==> src/rtl/rpm_cmd_sequencer.sv <==
// Motor rpm command sequencer: manual/auto arbitration, per-frame slew limiting
// toward a clamped target, and a level-sensitive emergency stop.
module rpm_cmd_sequencer #(
   parameter int PERIOD_TICKS = 500000,
   parameter int RPM_MAX      = 10000,
   parameter int RAMP_STEP    = 100
) (
   input  logic        clk,
   input  logic        rst,
   input  logic        estop,
   input  logic        man_req,
   input  logic [15:0] man_rpm,
   input  logic        auto_req,
   input  logic [15:0] auto_rpm,
   output logic        man_gnt,
   output logic        auto_gnt,
   output logic [15:0] rpm_command,
   output logic        frame_tick,
   output logic [1:0]  state,
   output logic        at_target
);

   localparam int CW = $clog2(PERIOD_TICKS + 1);

   localparam logic [1:0] S_IDLE = 2'b00;
   localparam logic [1:0] S_RAMP = 2'b01;
   localparam logic [1:0] S_HOLD = 2'b10;
   localparam logic [1:0] S_STOP = 2'b11;

   localparam logic [CW-1:0]     CNT_LAST = CW'(PERIOD_TICKS - 1);
   localparam logic [15:0]       MAX_U    = 16'(RPM_MAX);
   localparam logic [15:0]       STEP_U   = 16'(RAMP_STEP);
   localparam logic signed [16:0] STEP_S  = 17'(RAMP_STEP);

   logic [CW-1:0]       cnt, cnt_nxt;
   logic [15:0]         target, tgt_raw, tgt_nxt, step_nxt;
   logic                man_sel, auto_sel;
   logic signed [16:0]  diff;
   logic [1:0]          st_nxt;

   always_comb begin
      cnt_nxt  = (cnt == CNT_LAST) ? '0 : cnt + CW'(1);
      man_sel  = man_req;
      auto_sel = !man_req && auto_req;
      if (man_sel)
         tgt_raw = man_rpm;
      else if (auto_sel)
         tgt_raw = auto_rpm;
      else
         tgt_raw = '0;
      tgt_nxt = (tgt_raw > MAX_U) ? MAX_U : tgt_raw;

      // 17-bit signed difference keeps the full 0..65535 span without wrap
      diff = $signed({1'b0, tgt_nxt}) - $signed({1'b0, rpm_command});
      if (diff > STEP_S)
         step_nxt = rpm_command + STEP_U;
      else if (diff < -STEP_S)
         step_nxt = rpm_command - STEP_U;
      else
         step_nxt = tgt_nxt;

      st_nxt = state;
      case (state)
         S_IDLE: if (tgt_nxt != '0) st_nxt = S_RAMP;
         S_RAMP: if (step_nxt == tgt_nxt) st_nxt = (tgt_nxt != '0) ? S_HOLD : S_IDLE;
         S_HOLD: if (tgt_nxt != rpm_command) st_nxt = S_RAMP;
         default: st_nxt = state;
      endcase
   end

   always_ff @(posedge clk or posedge rst) begin
      if (rst) begin
         cnt         <= '0;
         frame_tick  <= 1'b0;
         rpm_command <= '0;
         target      <= '0;
         man_gnt     <= 1'b0;
         auto_gnt    <= 1'b0;
         state       <= S_IDLE;
         at_target   <= 1'b1;
      end else begin
         cnt        <= cnt_nxt;
         frame_tick <= (cnt_nxt == CNT_LAST);
         if (estop) begin
            rpm_command <= '0;
            target      <= '0;
            man_gnt     <= 1'b0;
            auto_gnt    <= 1'b0;
            state       <= S_STOP;
            at_target   <= 1'b1;
         end else if (frame_tick) begin
            // Leaving STOP consumes one tick with no grant and no step
            if (state == S_STOP) begin
               state <= S_IDLE;
            end else begin
               man_gnt     <= man_sel;
               auto_gnt    <= auto_sel;
               target      <= tgt_nxt;
               rpm_command <= step_nxt;
               state       <= st_nxt;
               at_target   <= (step_nxt == tgt_nxt);
            end
         end
      end
   end

endmodule

==> config.mk <==
export PLATFORM = sky130hd
export DESIGN_NAME = rpm_cmd_sequencer
export DESIGN_NICKNAME = d
export VERILOG_FILES = /design/src/rtl/rpm_cmd_sequencer.sv
export SDC_FILE = /design/constraint.sdc
export NUM_CORES = 1
export LEC_CHECK = 0
export CAP_MARGIN = 20
export CORE_MARGIN = 3
export CORE_UTILIZATION = 25
export CTS_BUF_LIST = sky130_fd_sc_hd__clkbuf_4
export CTS_CLUSTER_SIZE = 28
export DETAILED_ROUTE_END_ITERATION = 12
export SYNTH_ARGS = -nofsm -noshare
export SYNTH_HDL_FRONTEND = slang
export SYNTH_SLANG_ARGS = --single-unit
export TNS_END_PERCENT = 30
==> constraint.sdc <==
create_clock -name clk -period 5.48 [get_ports clk]
set_input_delay 1.37 -clock clk [delete_from_list [all_inputs] [get_ports clk]]
set_output_delay 1.37 -clock clk [all_outputs]
set_load 0.005 [all_outputs]
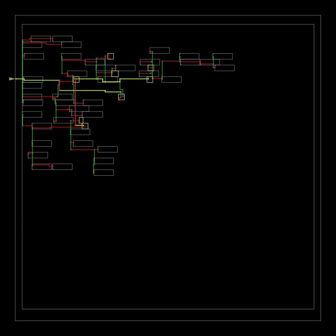
**Above:** the clock network.
clock skew: 14.6 ps
CTS sink cnt: 41
worst skew pair latency: 360 ps
CTS buffer count: 5
clock group power: 158 µW

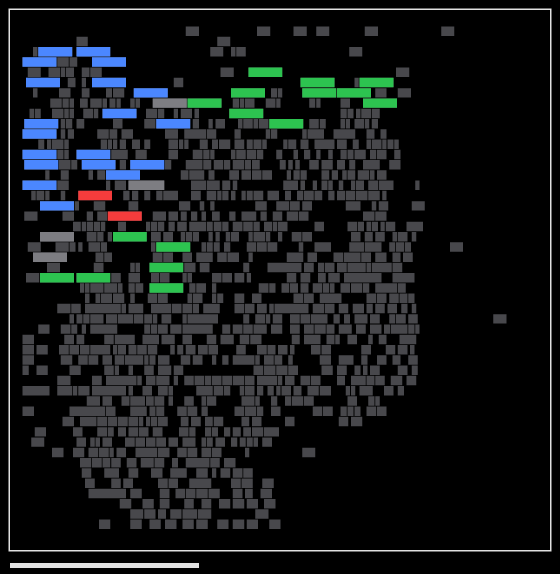
**Above:** sequential cells colored by netlist name.
Scale bar: 50 µm. Other sequential cells in the stronger gray, the rest of the logic in the fainter gray.
legend:
  rpm_command:
    color: green
    placed_flops: 16
  state:
    color: red
    placed_flops: 2
  cnt:
    color: blue
    placed_flops: 19
    where: upper left
not colored: 4

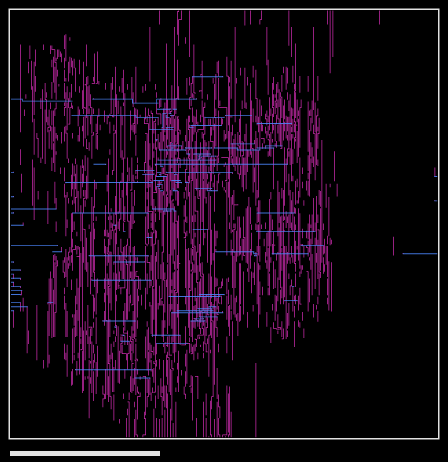
**Above:** wiring by layer.
Scale bar: 50 µm. Only two layers are drawn.
legend:
  metal 3:
    color: blue
    wire_length: 771 µm
  metal 2:
    color: magenta
    wire_length: 9050 µm

==> results.py <==
# Synthesis and PnR figures
metrics = {
    "worst_setup_path": {
        "crit_end": "state[0]",
        "path_class": "input port to register",
        "worstPathMaxFanout": 6,
        "arrival_ps": 7140,
        "rrSetupSlack_ps": 470,
        "end_kind": "register",
        "crit_start": "man_rpm[2]",
    },
    "cells_and_area": {
        "largest_register_ffs": 19,
        "final_common_cell": "buf_4",
        "areaGrowthSynthToFinish_pct": 57.1,
        "largest_register": "cnt",
    },
    "sta": {
        "finalCriticalPeriod_ps": 6870,
        "final.setup.worst_slack_ps": -1390,
        "slew_viol_final": 0,
        "rsz0062_at_grt": "yes",
        "finalSetupViolCount": 19,
    },
    "synth": {
        "most_common_cell": "nor2_1",
        "enable_flop_cells": 0,
        "top_area_cell": "dfrtp_1",
        "yosys_warnings": 0,
        "area_leaders": "dfrtp_1 (21%), nor2_1 (5.5%), nand2_1 (5.3%), a21oi_1 (4.3%), ha_1 (4.3%)",
        "synthFlopType": "dfrtp_1",
        "syn_area_mm2": 0.00469,
    },
    "routing": {
        "wl_met3_um": 771,
        "dr.max_layer_used": "met4",
        "route.detailed.drc": 0,
    },
    "worst_hold_path": {
        "hold_depth": 1,
        "hp-start": "cnt[0]",
    },
    "floorplan": {
        "fp_util_pct": 25.8,
        "die_area_mm2": 0.0204,
    },
    "global_routing": {
        "grt_antenna_before_repair": 0,
        "grt_max_degree": 42,
        "grt_first_pass_wirelength_um": 29700,
        "busiest_layer": "met2",
        "gr-total-overflow": 0,
        "grtUsageMet1_pct": 24.4,
    },
    "run_status": {
        "status": "finished, violations left",
        "violations": "negative setup slack",
    },
    "clocking": {
        "cts_root_buf": "clkbuf_4",
        "htree_levels": 2,
    },
    "pwr": {
        "p_comb_uw": 508,
        "p_comb_share_pct": 52.1,
        "intPower_uw": 621,
    },
    "placed_design": {
        "io_buffer_count": 58,
    },
}
[layout make-up]
type	count	area, µm²
clock buffer	5	37.5
clock inverter	3	21.3
fill	1839	10800
inverter	28	105
multi-input combinational	543	3760
sequential	41	1030
tap	229	287
timing repair buffer	263	2130
[cell families after synthesis]
family | share of synthesized area, %
and+or+nand+nor | 29.4
AOI/OAI and AO/OA | 29.5
buffers and inverters | 5.04
DFF | 21.9
xor gates and xnor gates | 7.87
adders and majority gates | 4.91
muxes | 1.31
other | 0.0799
[metrics by stage]
step                util, %  setup WS (ps)  std cells  instance area, µm²
detailed placement     37.2          -2530       1073                6780
finish                 40.5          -1390       1112                7370
floorplan                 -          -1670        645                4760
global route           40.5          -1560       1112                7370
CTS                    40.0          -1340       1108                7290
global placement       37.2          -2380       1073                6780
Power figures rest on the tool's default switching activity, not on a simulated workload.
